--- src/rtl/serdesphy_rx_fifo_ctrl.sv ---
// Read-side controller for the RX elastic FIFO: prefill wait, paced drain into a
// registered valid/ready byte stage, and FIFO-reset recovery on sticky errors.
module serdesphy_rx_fifo_ctrl #(
  parameter int PREFILL_CYCLES = 4,
  parameter int RST_CYCLES     = 3,
  parameter int CNT_WIDTH      = 8
) (
  input  logic                 clk,
  input  logic                 rst_n,
  input  logic                 enable,
  input  logic [7:0]           fifo_rd_data,
  input  logic                 fifo_rd_valid,
  input  logic                 fifo_overflow,
  input  logic                 fifo_underflow,
  output logic                 fifo_rd_enable,
  output logic                 fifo_read,
  output logic                 fifo_rst_n,
  output logic [7:0]           out_data,
  output logic                 out_valid,
  input  logic                 out_ready,
  output logic [1:0]           state,
  output logic                 link_active,
  output logic [CNT_WIDTH-1:0] overflow_count,
  output logic [CNT_WIDTH-1:0] underflow_count
);

  typedef enum logic [1:0] {
    IDLE    = 2'd0,
    PREFILL = 2'd1,
    STREAM  = 2'd2,
    RECOVER = 2'd3
  } state_t;

  localparam logic [3:0]           PF_LAST  = 4'(PREFILL_CYCLES - 1);
  localparam logic [3:0]           RST_LAST = 4'(RST_CYCLES - 1);
  localparam logic [3:0]           RST_END  = 4'(RST_CYCLES);
  localparam logic [CNT_WIDTH-1:0] CNT_MAX  = '1;

  state_t     st;
  logic [3:0] pf_cnt;
  logic [3:0] rst_cnt;
  logic       pop_guard;
  logic       err;
  logic       active;
  logic       pop;

  // Handshake: out_data is held stable while out_valid is high; a byte is
  // transferred in any cycle where out_valid & out_ready are both high.
  assign state     = st;
  assign err       = fifo_overflow | fifo_underflow;
  assign active    = (st == PREFILL) || (st == STREAM);
  // The FIFO empty flag is registered, so the cycle after a pop is never trusted.
  assign pop       = (st == STREAM) && enable && !err && fifo_rd_valid && !pop_guard &&
                     (!out_valid || out_ready);
  assign fifo_read = pop;

  always_ff @(posedge clk or negedge rst_n) begin
    if (!rst_n) begin
      st              <= IDLE;
      pf_cnt          <= '0;
      rst_cnt         <= '0;
      pop_guard       <= 1'b0;
      fifo_rd_enable  <= 1'b0;
      fifo_rst_n      <= 1'b1;
      out_data        <= '0;
      out_valid       <= 1'b0;
      link_active     <= 1'b0;
      overflow_count  <= '0;
      underflow_count <= '0;
    end else begin
      pop_guard <= pop;

      if (active && fifo_overflow && (overflow_count != CNT_MAX))
        overflow_count <= overflow_count + 1'b1;
      if (active && fifo_underflow && (underflow_count != CNT_MAX))
        underflow_count <= underflow_count + 1'b1;

      case (st)
        IDLE: begin
          if (enable) begin
            st             <= PREFILL;
            pf_cnt         <= '0;
            fifo_rd_enable <= 1'b1;
          end
        end

        PREFILL: begin
          if (err) begin
            st             <= RECOVER;
            rst_cnt        <= '0;
            fifo_rst_n     <= 1'b0;
            fifo_rd_enable <= 1'b0;
          end else if (!enable) begin
            st             <= IDLE;
            fifo_rd_enable <= 1'b0;
          end else if (fifo_rd_valid) begin
            if (pf_cnt == PF_LAST) begin
              st          <= STREAM;
              link_active <= 1'b1;
            end else begin
              pf_cnt <= pf_cnt + 1'b1;
            end
          end else begin
            pf_cnt <= '0;
          end
        end

        STREAM: begin
          if (err) begin
            st             <= RECOVER;
            rst_cnt        <= '0;
            fifo_rst_n     <= 1'b0;
            fifo_rd_enable <= 1'b0;
            link_active    <= 1'b0;
            out_valid      <= 1'b0;
          end else if (!enable) begin
            st             <= IDLE;
            fifo_rd_enable <= 1'b0;
            link_active    <= 1'b0;
            out_valid      <= 1'b0;
          end else if (pop) begin
            out_data  <= fifo_rd_data;
            out_valid <= 1'b1;
          end else if (out_valid && out_ready) begin
            out_valid <= 1'b0;
          end
        end

        RECOVER: begin
          // RST_CYCLES cycles with the FIFO in reset, then one settle cycle.
          if (rst_cnt == RST_END) begin
            st             <= enable ? PREFILL : IDLE;
            fifo_rd_enable <= enable;
            pf_cnt         <= '0;
          end else begin
            rst_cnt <= rst_cnt + 1'b1;
            if (rst_cnt == RST_LAST)
              fifo_rst_n <= 1'b1;
          end
        end

        default: st <= IDLE;
      endcase
    end
  end

endmodule
--- config.mk ---
export PLATFORM = sky130hd
export DESIGN_NAME = serdesphy_rx_fifo_ctrl
export DESIGN_NICKNAME = d
export VERILOG_FILES = /design/src/rtl/serdesphy_rx_fifo_ctrl.sv
export SDC_FILE = /design/constraint.sdc
export NUM_CORES = 1
export LEC_CHECK = 0
export ABC_AREA = 1
export CAP_MARGIN = 30
export CORE_MARGIN = 4
export CORE_UTILIZATION = 30
export DETAILED_ROUTE_END_ITERATION = 10
export GPL_TIMING_DRIVEN = 0
export MAX_ROUTING_LAYER = met4
export PLACE_DENSITY = 0.47
export SYNTH_ARGS = -nofsm -noshare
export SYNTH_HDL_FRONTEND = slang
export SYNTH_SLANG_ARGS = --single-unit
--- constraint.sdc ---
create_clock -name clk -period 1.9 [get_ports clk]
set_input_delay 0.285 -clock clk [delete_from_list [all_inputs] [get_ports clk]]
set_output_delay 0.285 -clock clk [all_outputs]
set_load 0.02 [all_outputs]
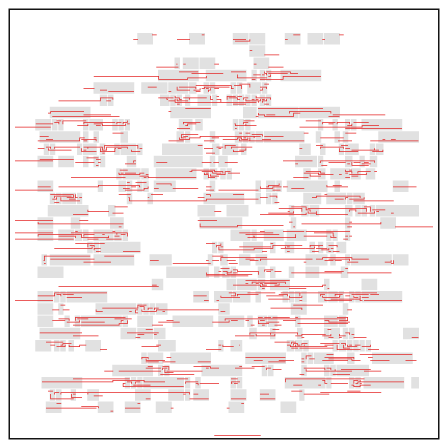
run_1/layer_met1.png
Cells faint in the background.
share of all routed wire	49%
nets with wire on the layer	343
longest straight run	28.5 µm
main direction	horizontal

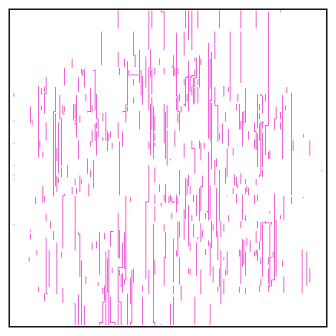
run_1/layer_met2.png
nets with wire on the layer	267
longest straight run	34.0 µm
main direction	vertical
wire length on this layer	2390 µm
share of all routed wire	48%

==> results_slide.txt, run 1 <==
Physical Implementation Snapshot

Place
  – Post-detail-place hpwl: 3740 µm
  – Place WS: -0.446 ns
  – Dpl cells: 437
  – IO buf count: 45
  – RePlAce Congestion: 0.791

Clocking
  – Post-cts sizing count: 9
  – CTS Buffer Depth: 2
  – CTS Sinks: 39
  – Clock-pin slew on the worst setup and hold paths: 0.09 ns
  – Hold Buf Count CTS: 1

Synth
  – Top-area cell type share of the netlist area: 0.421
  – Top cells by area: dfrtp_1, nand2_1, ha_1
  – Post-synth cell types: 28
  – Yosys xor share: 0.0532
  – Syn Nets: 318
  – Yosys adder share: 0.0609
  – Mux area share: 0
  – Post-synth area from yosys stat: 0.00226 mm²
  – Synth Seq Share: 0.433
  – Yosys reg bits: 39
  – Ys async rst share: 1.00
  – Simple share: 0.351
  – Top cells by count: nand2_1, dfrtp_1, inv_1
  – Aoi share: 0.0332
  – EDFF count, synth: 0
  – Post-Synthesis Cells: 292
  – Top-count cell post-synth: nand2_1

Timing
  – Hold slack: 0.447 ns
  – Worst slew pin tran: 0.389 ns
  – Final Setup Violations: 0
  – Final Skew: 0.00881 ns
  – Fin crit share: 0.953
  – Slew Limit Fails: 0
  – Hold Vio Cnt, Final: 0

Power
  – Total power: 4.25 mW
  – Sw Share: 0.426
  – Leading power group: combinational logic
  – Clk pwr share: 0.168
  – Int Pwr: 2.44 mW
  – Pwr/cell area: 1410 mW/mm²
  – Leak: 1.51 nW
  – Worst vdd ir: 0.000616 V
  – Clk pwr: 0.715 mW

Global routing
  – Number of global-route vias before repair: 1846
  – First-pass GRT wire length: 8400 µm
  – Remaining Overflow, GRT: 0
  – Initial antenna violation count: 0
  – Met3 Use GR: 0.0247
  – Most used routing layer: met2
  – Total GRT Usage: 0.121

Worst setup path
  – FF-to-FF End: pf_cnt[0]$_DFFE_PN0P_
  – CP Depth: 7
  – Worst Setup Path Type: primary input to output pin
  – Critical Path AT: 1.52 ns
  – CP Max Fanout: 10
  – Critical R2R Launch: state[0]$_DFFE_PN0P_
  – CP delay by family, top: buffers and inverters
  – Slowest cell on crit path: clkdlybuf4s50_1
  – Reg2Reg Setup Slack: 0.31 ns
  – Cell Chain, Critical Path: clkdlybuf4s50_1, nor2_2, nand2_2, nor2_4, nand2_4, inv_8, buf_4

Flow run
  – Log Warnings: 32

Floorplan
  – Chip Width: 94.8 µm
  – Init Core Util: 0.310
  – Chip area: 0.00898 mm²
  – Die height: 94.8 µm
  – # Taps: 99

Final layout
  – Most frequent cells in the layout: nand2_1, clkdlybuf4s50_1, dfrtp_1, inv_1, nand3_1
  – Share of cells above drive strength 1: 0.134
  – Gate Area: 0.00113 mm²
  – Filler cells: 788
  – Area grow syn2layout: 33.7%
  – Inverters: 39
  – Registers: 39
  – ClkCell Share: 0.0381
  – Top cell excl fill/tap: nand2_1
  – Register area: 980 µm²
  – Top cell category: multi-input combinational cells
  – Number of diodes: 0
  – Seq/total area: 0.324
  – Cell area after layout: 0.00302 mm²

Routing
  – DRT Wirelength: 4940 µm
  – DRC violations left: 0
  – Per-cell routed wire length: 11.0 µm
  – DRT iter0 DRCs: 54
  – Top Layer Used: met4
  – Vias per inst: 4.20

Status
  – Status: finished clean

Min path
  – Worst Hold Class: primary input to asynchronous set/reset pin
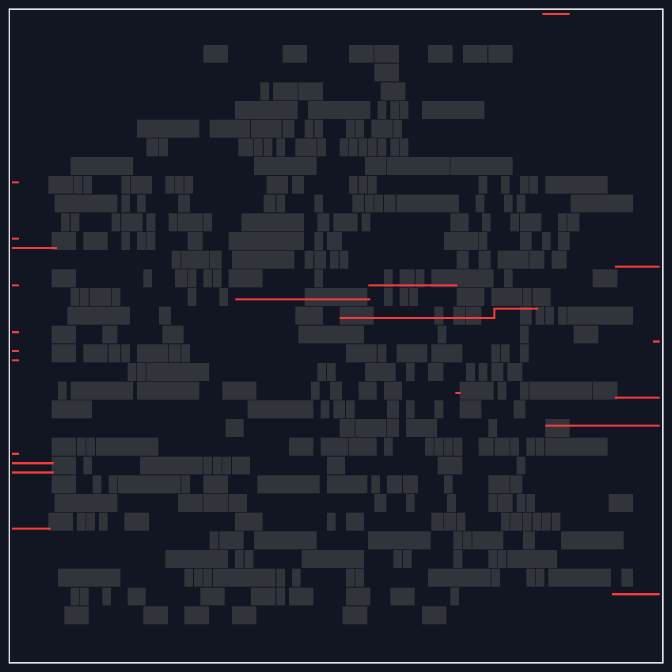
run_1/layer_met3.png
Cells faint in the background.
share of all routed wire	2.6%
longest straight run	22.3 µm

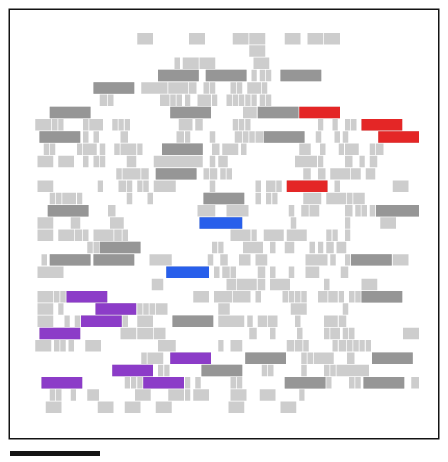
run_1/flops_by_reg.png
Scale bar: 20 µm.
signal	colour	flops
`out_data`	purple	8
`rst_cnt`	red	4
`state`	blue	2

==> run 2, diff against run 1 <==
- CORE_MARGIN: 4 -> 2
- DONT_BUFFER_PORTS: unset -> 1
- PLACE_DENSITY: 0.47 -> 0.4
- SLEW_MARGIN: unset -> 20
==> run 2 against run 1 <==
Effect of this change: clock skew shrank 0.0023 ns; combinational power shrank 39%; synthesized cell count is the same; routed wire length shrank 8.2%; global-route usage grew 0.39 points; final area shrank 16%; synthesized area is the same; die size shrank 8.3%.
==> results_slide.txt, run 2 <==
Physical Implementation Snapshot

Status
  – Status: finished clean

Timing
  – Worst slew pin tran: 0.371 ns (-0.0185 ns)
  – Hold slack: 0.103 ns (-0.344 ns)
  – Worst setup margin: 0.116 ns
  – Worst slew margin: 0.753
  – Final Setup Violations: 0 (unchanged)
  – Fin crit share: 0.939 (-0.0134)
  – Hold Vio Cnt, Final: 0 (unchanged)
  – Final min period: 1.78 ns
  – Final Skew: 0.00647 ns (-0.00234 ns)
  – Peak Freq: 560 MHz
  – Slew Limit Fails: 0 (unchanged)

Flow run
  – Maxcap violations: 0
  – Log Warnings: 32 (unchanged)

Worst setup path
  – FF-to-FF End: underflow_count[7]$_DFFE_PN0P_
  – Cell Chain, Critical Path: inv_2, ha_1, inv_1, nor2_4, nand2_4, inv_8
  – CP Depth: 6 (-1)
  – CP delay by family, top: flip-flops
  – Worst Setup Path Type: flip-flop to output pin
  – Slowest cell on crit path: dfrtp_2
  – Reg2Reg Setup Slack: 0.20 ns (-0.11 ns)
  – Critical R2R Launch: state[0]$_DFFE_PN0P_
  – R2R depth: 9
  – CP Max Fanout: 10 (unchanged)
  – Critical Path AT: 1.50 ns (-0.02 ns)

Floorplan
  – IO Count: 46
  – Die height: 90.8 µm (-4.2%)
  – Chip area: 0.00824 mm² (-8.3%)
  – Chip Width: 90.8 µm (-4.2%)
  – Init Core Util: 0.311 (+0.00166)
  – Core area: 0.00725 mm²
  – # Taps: 99 (unchanged)

Synth
  – Yosys adder share: 0.0609 (unchanged)
  – Simple share: 0.351 (unchanged)
  – Syn Nets: 318 (unchanged)
  – Ys async rst share: 1.00 (unchanged)
  – Top cells by count: nand2_1, dfrtp_1, inv_1
  – Yosys reg bits: 39 (unchanged)
  – Top cells by area: dfrtp_1, nand2_1, ha_1
  – Yosys xor share: 0.0532 (unchanged)
  – Top-count cell post-synth: nand2_1
  – EDFF count, synth: 0 (unchanged)
  – Post-synth area from yosys stat: 0.00226 mm² (unchanged)
  – Aoi share: 0.0332 (unchanged)
  – Top-area cell type share of the netlist area: 0.421 (unchanged)
  – Dominant comb cell: simple AND/OR/NAND/NOR gates
  – Post-synth cell types: 28 (unchanged)
  – Synth Seq Share: 0.433 (unchanged)
  – Mux area share: 0 (unchanged)
  – Post-Synthesis Cells: 292 (unchanged)
  – YS warnings: 0
  – Most common flop cell mapped by yosys: dfrtp_1
  – Cell taking the most area after synthesis: dfrtp_1

Final layout
  – Filler cells: 799 (+1.4%)
  – Gate Area: 0.00112 mm² (-0.55%)
  – Inverters: 39 (unchanged)
  – Number of diodes: 0 (unchanged)
  – ClkCell Share: 0.0322 (-0.00596)
  – Share of cells above drive strength 1: 0.134 (+0.000464)
  – Cell area after layout: 0.00253 mm² (-16%)
  – Top cell category: multi-input combinational cells
  – Most frequent cells in the layout: nand2_1, dfrtp_1, inv_1, nand3_1, nor2_1
  – Registers: 39 (unchanged)
  – Area grow syn2layout: 12.0%
  – Finished Layout Cells: 405
  – Top cell excl fill/tap: nand2_1

Clocking
  – Post-cts sizing count: 3 (-6)
  – Root Driver: clkbuf_8
  – CTS Buffer Depth: 2 (unchanged)
  – CTS tree: done
  – Clock-pin slew on the worst setup and hold paths: 0.08 ns (about the same)
  – Hold Buf Count CTS: 2 (+1)
  – CTS Sinks: 39 (unchanged)

Power
  – Pwr/cell area: 1420 mW/mm² (+1.1%)
  – Leak: 1.32 nW (-12%)
  – P_comb: 1.31 mW
  – Reg power frac: 0.483
  – Clk pwr: 0.548 mW (-23%)
  – Int Pwr: 1.88 mW (-23%)
  – Clk pwr share: 0.152 (-0.016)
  – Psw: 1.72 mW
  – Comb pwr share: 0.365
  – Leading power group: registers
  – Sw Share: 0.479 (+0.0534)
  – Total power: 3.60 mW (-15%)
  – Worst vdd ir: 0.000598 V (-3.0%)

Global routing
  – Number of global-route vias before repair: 1765 (-4.4%)
  – First-pass GRT wire length: 8200 µm (-2.4%)
  – M1 GR Usage: 0.162
  – Remaining Overflow, GRT: 0 (unchanged)
  – Initial antenna violation count: 0 (unchanged)

Routing
  – DRT Wirelength: 4540 µm (-8.2%)
  – Vias per inst: 4.32 (+2.8%)
  – DRC violations left: 0 (unchanged)
  – Met2 wire len: 1950 µm
  – DRT iter0 DRCs: 78 (+44%)
  – Top Layer Used: met4

Place
  – RePlAce Congestion: 0.732 (-7.5%)
  – Dpl cells: 391 (-11%)
  – Place WS: 0.116 ns (+0.562 ns)
  – Placed instance area: 0.00238 mm²
  – Post-detail-place hpwl: 3420 µm (-8.6%)
  – IO buf count: 0 (-100%)

Min path
  – Worst Hold Class: primary input to flip-flop
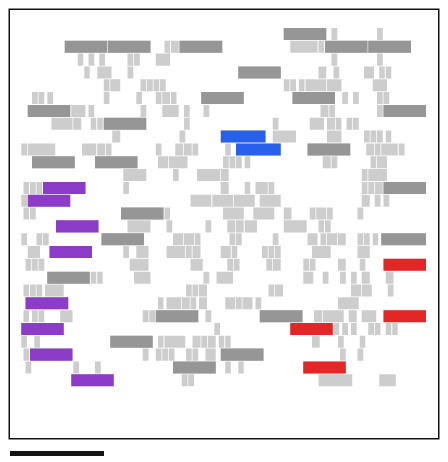
run_2/flops_by_reg.png
Scale bar: 20 µm.
signal	colour	flops
`rst_cnt`	red	4
`out_data`	purple	8
`state`	blue	2
not coloured	25
Seq group: 1.74 mW
register area: 980 µm²
Seq/total area: 0.387
Finished Core Util: 0.349

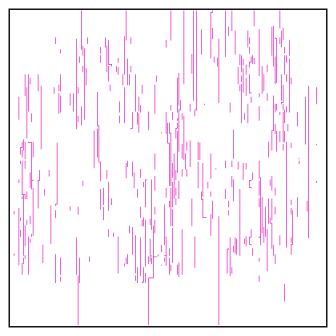
run_2/layer_met2.png
wire length on this layer	1950 µm
main direction	vertical
longest straight run	43.5 µm
share of all routed wire	43%
nets with wire on the layer	230

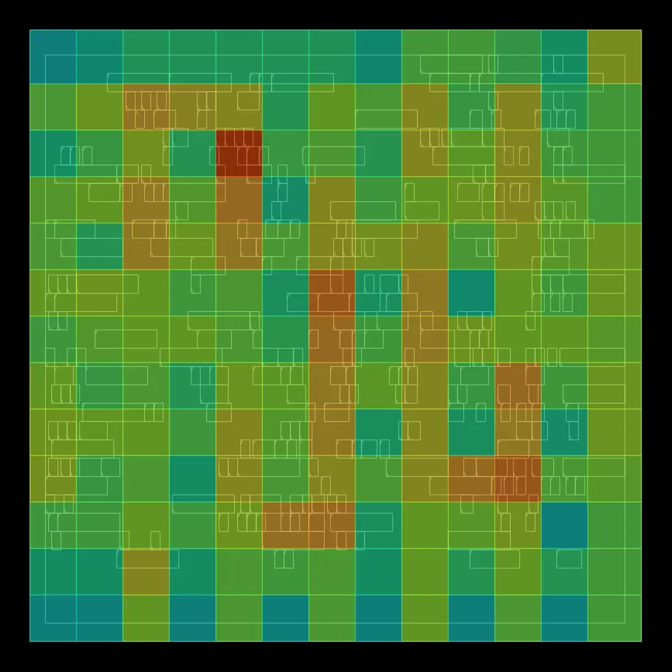
run_2/congestion.png
met2 usage: 0.195
met3 Use GR: 0.0359
Total GRT Usage: 0.125
most used routing layer: met2
per-cell routed wire length: 11.2 µm

Power and IR drop assume default switching activity.
